## src/rtl/seg_scan.sv

```systemverilog
// seg_scan: time-multiplexed scan controller for a 4-digit common-anode display.
// Each slot presents one digit code, a one-hot digit select and a decimal point.
// Inputs are snapshotted once per frame so a displayed frame never tears, and
// leading zeros can be blanked.
//
// Ports:
//   clk       in   system clock, rising edge
//   rst_n     in   asynchronous active-low reset
//   digits    in   [15:0] four digit codes, [3:0] = digit 0 (rightmost)
//   dp_in     in   [3:0]  decimal point request, bit k = digit k
//   blank_lz  in   1 = suppress leading zeros
//   val       out  [3:0] digit code for the 7-segment decoder
//   dig_sel   out  [3:0] one-hot active-high digit enable, 0000 = dark
//   dp        out  decimal point for the active digit
//   frame     out  one-cycle pulse at the start of each frame
module seg_scan #(
    parameter int unsigned SCAN_DIV = 50000
) (
    input  logic        clk,
    input  logic        rst_n,
    input  logic [15:0] digits,
    input  logic [3:0]  dp_in,
    input  logic        blank_lz,
    output logic [3:0]  val,
    output logic [3:0]  dig_sel,
    output logic        dp,
    output logic        frame
);

    localparam int unsigned PW        = (SCAN_DIV > 1) ? $clog2(SCAN_DIV) : 1;
    localparam int unsigned NIB_W     = 4;
    localparam int unsigned N_DIG     = 4;
    localparam int unsigned DIG_W     = NIB_W * N_DIG;
    localparam logic [PW-1:0] PRESC_MAX = PW'(SCAN_DIV - 1);

    logic [PW-1:0]    presc_q,   presc_d;
    logic [1:0]       slot_q,    slot_d;
    logic [DIG_W-1:0] sh_dig_q,  sh_dig_d;
    logic [N_DIG-1:0] sh_dp_q,   sh_dp_d;
    logic             sh_blz_q,  sh_blz_d;
    logic [NIB_W-1:0] val_q,     val_d;
    logic [N_DIG-1:0] dig_sel_q, dig_sel_d;
    logic             dp_q,      dp_d;
    logic             frame_q,   frame_d;

    logic             tick;
    logic             boundary;
    logic [N_DIG-1:0] nib_idle;   // digit k shows nothing: nibble 0 and no dp
    logic [N_DIG-1:0] lead_idle;  // digits k..3 all idle
    logic             blank_nxt;
    logic [NIB_W-1:0] nib_nxt;

    // Prescaler, slot counter and frame-boundary shadow capture
    always_comb begin
        tick      = (presc_q == PRESC_MAX);
        boundary  = tick && (slot_q == 2'd3);

        presc_d   = tick ? '0 : presc_q + PW'(1);
        slot_d    = tick ? slot_q + 2'd1 : slot_q;
        sh_dig_d  = sh_dig_q;
        sh_dp_d   = sh_dp_q;
        sh_blz_d  = sh_blz_q;
        frame_d   = boundary;

        if (boundary) begin
            sh_dig_d = digits;
            sh_dp_d  = dp_in;
            sh_blz_d = blank_lz;
        end
    end

    // Leading-zero detection on the shadow copy that the next slot will use
    always_comb begin
        nib_idle = '0;
        for (int i = 0; i < int'(N_DIG); i++) begin
            nib_idle[i] = (sh_dig_d[i*NIB_W +: NIB_W] == '0) && !sh_dp_d[i];
        end
        lead_idle[3] = nib_idle[3];
        lead_idle[2] = nib_idle[2] && lead_idle[3];
        lead_idle[1] = nib_idle[1] && lead_idle[2];
        lead_idle[0] = nib_idle[0] && lead_idle[1];

        blank_nxt = sh_blz_d && (slot_d != 2'd0) && lead_idle[slot_d];

        case (slot_d)
            2'd0:    nib_nxt = sh_dig_d[3:0];
            2'd1:    nib_nxt = sh_dig_d[7:4];
            2'd2:    nib_nxt = sh_dig_d[11:8];
            default: nib_nxt = sh_dig_d[15:12];
        endcase
    end

    // Display registers reload only on tick edges, from the next slot
    always_comb begin
        val_d     = val_q;
        dig_sel_d = dig_sel_q;
        dp_d      = dp_q;

        if (tick) begin
            if (blank_nxt) begin
                val_d     = '0;
                dig_sel_d = '0;
                dp_d      = 1'b0;
            end else begin
                val_d     = nib_nxt;
                dig_sel_d = N_DIG'(1) << slot_d;
                dp_d      = sh_dp_d[slot_d];
            end
        end
    end

    // State registers; slot resets to 3 so the first tick is a frame boundary
    always_ff @(posedge clk or negedge rst_n) begin
        if (!rst_n) begin
            presc_q   <= '0;
            slot_q    <= 2'd3;
            sh_dig_q  <= '0;
            sh_dp_q   <= '0;
            sh_blz_q  <= 1'b0;
            val_q     <= '0;
            dig_sel_q <= '0;
            dp_q      <= 1'b0;
            frame_q   <= 1'b0;
        end else begin
            presc_q   <= presc_d;
            slot_q    <= slot_d;
            sh_dig_q  <= sh_dig_d;
            sh_dp_q   <= sh_dp_d;
            sh_blz_q  <= sh_blz_d;
            val_q     <= val_d;
            dig_sel_q <= dig_sel_d;
            dp_q      <= dp_d;
            frame_q   <= frame_d;
        end
    end

    assign val     = val_q;
    assign dig_sel = dig_sel_q;
    assign dp      = dp_q;
    assign frame   = frame_q;

endmodule

```

## config.mk

```make
export PLATFORM = sky130hd
export DESIGN_NAME = seg_scan
export DESIGN_NICKNAME = d
export VERILOG_FILES = /design/src/rtl/seg_scan.sv
export SDC_FILE = /design/constraint.sdc
export NUM_CORES = 1
export LEC_CHECK = 0
export ABC_CLOCK_PERIOD_IN_PS = 2480
export CAP_MARGIN = 15
export CORE_MARGIN = 5
export CORE_UTILIZATION = 46
export CTS_CLUSTER_DIAMETER = 60
export CTS_CLUSTER_SIZE = 10
export DETAILED_ROUTE_END_ITERATION = 7
export PLACE_DENSITY_LB_ADDON = 0.1
export SLEW_MARGIN = 0
export SYNTH_ARGS = -nofsm -noshare
export SYNTH_HDL_FRONTEND = slang
export SYNTH_SLANG_ARGS = --single-unit
```

## constraint.sdc

```tcl
create_clock -name clk -period 2.48 [get_ports clk]
set_input_delay 0.496 -clock clk [delete_from_list [all_inputs] [get_ports clk]]
set_output_delay 0.496 -clock clk [all_outputs]
set_load 0.005 [all_outputs]
```

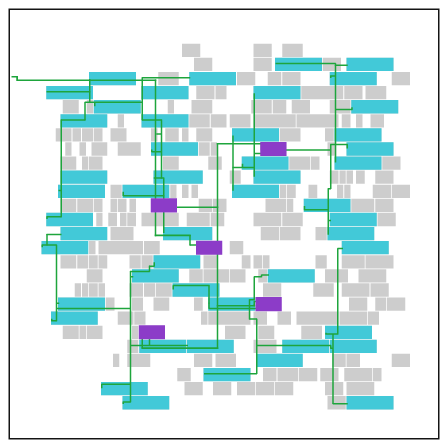
(clock wires, drivers and flops)
legend:
  cyan:
    item: flip-flops
    count: 49
  purple:
    item: cells driving clock nets
    count: 5
  green:
    item: clock wires
    length: 585 um
routed clock nets: 6

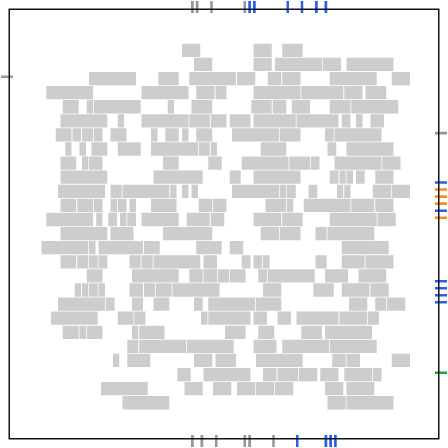
(I/O pins on the die edge)
Pins as bars across the die edge, other pins in gray.
legend:
  orange:
    port: val
    pins: 4
    direction: output
    edge: right
  green:
    port: rst_n
    pins: 1
    direction: input
    edge: right
  blue:
    port: digits
    pins: 16
    direction: input
    edge: 6 right, 6 top, 4 bottom
all pins by edge: 12 right, 10 bottom, 10 top, 1 left

==> Changelog: implementation <==
### Metrics

- Post-synth top area cell: dfrtp_1
- Synth Instances: 200
- Syn_nets: 225
- Relative slew slack: 60.3%
- WL final: 5200 um
- Worst r2r src: slot_q[1]$_DFF_PN1_
- Tcrit/Tclk final: 80.6%
- Post-CTS Setup Inserts: 0
- RSZ-0062 raised after global routing: false
- Vias in the first global route: 1847
- Global-route wire length before repair: 8910 um
- Row cnt: 26
- Hold Fails Final Rpt: 0
- Die Area: 6820 um^2
- Worst setup SP type: flop
- Antenna-violating nets left: 0
- Ys cells: 200
- Maximum root-to-sink buffer count: 2
- Setup Crit Path Kind: reg2reg
- Finish-stage setup viols: 0
- Cell variety after synth: 42
- 1st-iter DRT viols: 76
- CTS HTree Levels: 2
- Routability cong.: 0.808
- Drt via density: 5.48
- Top Layout Cells: dfrtp_1, clkdlybuf4s50_1, nor2_1
- Layout cell share with drive strength beyond 1: 16.7%
- Vias: 1692
- Net count reported at finish: 263
- Worst Path Arrival: 2.20 ns
- First-pass DRT Iterations: 4
- FILL cells: 425
- Max Transition Viols Final: 0
- Post-CTS Hold Fix Bufs: 0
- Slowest library cell on the worst path: dfstp_2
- Seq share, synth: 50.7%
- TritonCTS clock tree: done
- Buffers on Ports: 32
- Tmin final: 2.00 ns
- Yosys warning tally: 0
- Clock transition at path regs: 0.09 ns
- Most numerous logic cell after layout: dfrtp_1
- Crit-path max FO: 29
- Area grow syn2layout: 21.6%
- OpenROAD warning count: 26
- Hold crit path type: in2async
- Floorplan Utilization: 47.5%
- Routed WL per cell: 16.8 um
- EDFF count, synth: 0
- Final Util: 57.7%
- Post-synth area from yosys stat: 2420 um^2
- PostCTS Resize Cnt: 0
- Largest stage delay, worst path: 0.54 ns
- CTS Sinks: 49
- Ys flops: 49
- Cells along the critical path: ha_1, and4_1, nand4_1, buf_12, nor4_2, o21ai_1, a31o_1
- Status: finished, final reports clean
- Setup TNS: 0 ns
- Synth Flop Type: dfrtp_1
- Insertion Delay late pin: 0.30 ns
- Die Height: 82.6 um
- Asr flop ratio synth: 100%
- Tightest Pin Transition: 0.590 ns
- Max Fclk: 500 MHz
- Die span in x: 82.6 um
- GRT Resource Usage Total: 17.5%
- Placeable core area: 5110 um^2
- Largest net degree at the start of global routing: 30
- Worst Setup End Kind: flop
- Buf/Inv on CP: 1
- DRC: 0
[sequential cells by signal, summed over array words and instances (netlist names)]
register and cells:
sh_dp_q 4, sh_dig_q 16, sh_blz_q 1, frame 1
presc_q 16, dig_sel 4, dp 1, val 4
slot_q 2
[metrics by stage]
step	area [um^2]	cells	hold WS (ns)	setup slack, ns	power, uW
after global placement	2860	301	0.434	0.352	941
after detailed placement	2860	301	0.437	0.335	945
after global routing	2950	309	0.106	0.353	1460
after CTS	2950	309	0.104	0.468	1410
after floorplan	2420	200	0.200	0.516	874
final	2950	309	0.0984	0.481	1390
[routing by layer]
layer  up-vias  track usage [%]  share of wire (%)
li1        800                -                  -
met1       867             20.1                 41
met2        18             31.9                 55
met3         7             4.01                2.9
met4         0             5.56                1.3
met5         -                0                  0
[where the power goes]
| group | switching [uW] | leakage (uW) | internal (uW) | total, uW |
|---|---|---|---|---|
| Sequential | 11.2 | 0.000596 | 817 | 828 |
| Combinational | 40.6 | 0.000635 | 59.3 | 99.9 |
| Clock | 265 | 0.0000374 | 199 | 464 |
[kinds of logic (layout without fill, tap and decap cells)]
family | count (synthesis) | after routing | synth area share [%]
AND-OR/OR-AND | 22 | 22 | 6.30
XOR/XNOR | 14 | 14 | 5.06
flip-flops | 49 | 49 | 50.7
adder cells (fa/ha/maj) | 2 | 2 | 1.03
multiplexers | 31 | 31 | 17.8
buffers and inverters | 12 | 51 | 2.27
AND/OR/NAND/NOR | 70 | 70 | 16.9
[cell usage after synthesis (3+ instances only)]
master and number:
mux4_2 5, nor4_1 3, xnor2_1 7, dfrtp_1 47, buf_2 5, nand2_1 11
nand3b_1 4, xor2_1 7, and3_1 4, or4_1 4, nor2_1 18, mux2_4 7
a21oi_1 9, nand3_1 8, a22oi_2 3, mux2_2 3, mux2_1 15, o21ai_1 4
clkbuf_1 4, nand4_1 3
[area by class of cell]
cell class,instances,area [um^2],area share [%]
Timing Repair Buffer,41,395,13.4
Tap cell,70,87.6,2.97
Sequential cell,49,1230,41.7
Clock buffer,6,72.6,2.46
Clock inverter,2,15.0,0.510
Inverter,2,7.51,0.255
Multi-Input combinational cell,139,1140,38.7
[worst max-delay path by stage]
| stage | cells past startpoint | end | from | slack (ns) |
|---|---|---|---|---|
| after floorplan | 7 | dig_sel[1]$_DFFE_PN0N_ | slot_q[0]$_DFF_PN1_ | 0.52 |
| after global placement | 6 | dig_sel[1]$_DFFE_PN0N_ | digits[11] | 0.35 |
| after detailed placement | 6 | dig_sel[1]$_DFFE_PN0N_ | digits[12] | 0.34 |
| after CTS | 7 | dig_sel[1]$_DFFE_PN0N_ | slot_q[0]$_DFF_PN1_ | 0.47 |
| after global routing | 7 | dig_sel[1]$_DFFE_PN0N_ | presc_q[0]$_DFF_PN0_ | 0.35 |
| final | 7 | dig_sel[1]$_DFFE_PN0N_ | slot_q[1]$_DFF_PN1_ | 0.48 |
Power and IR drop assume default switching activity.
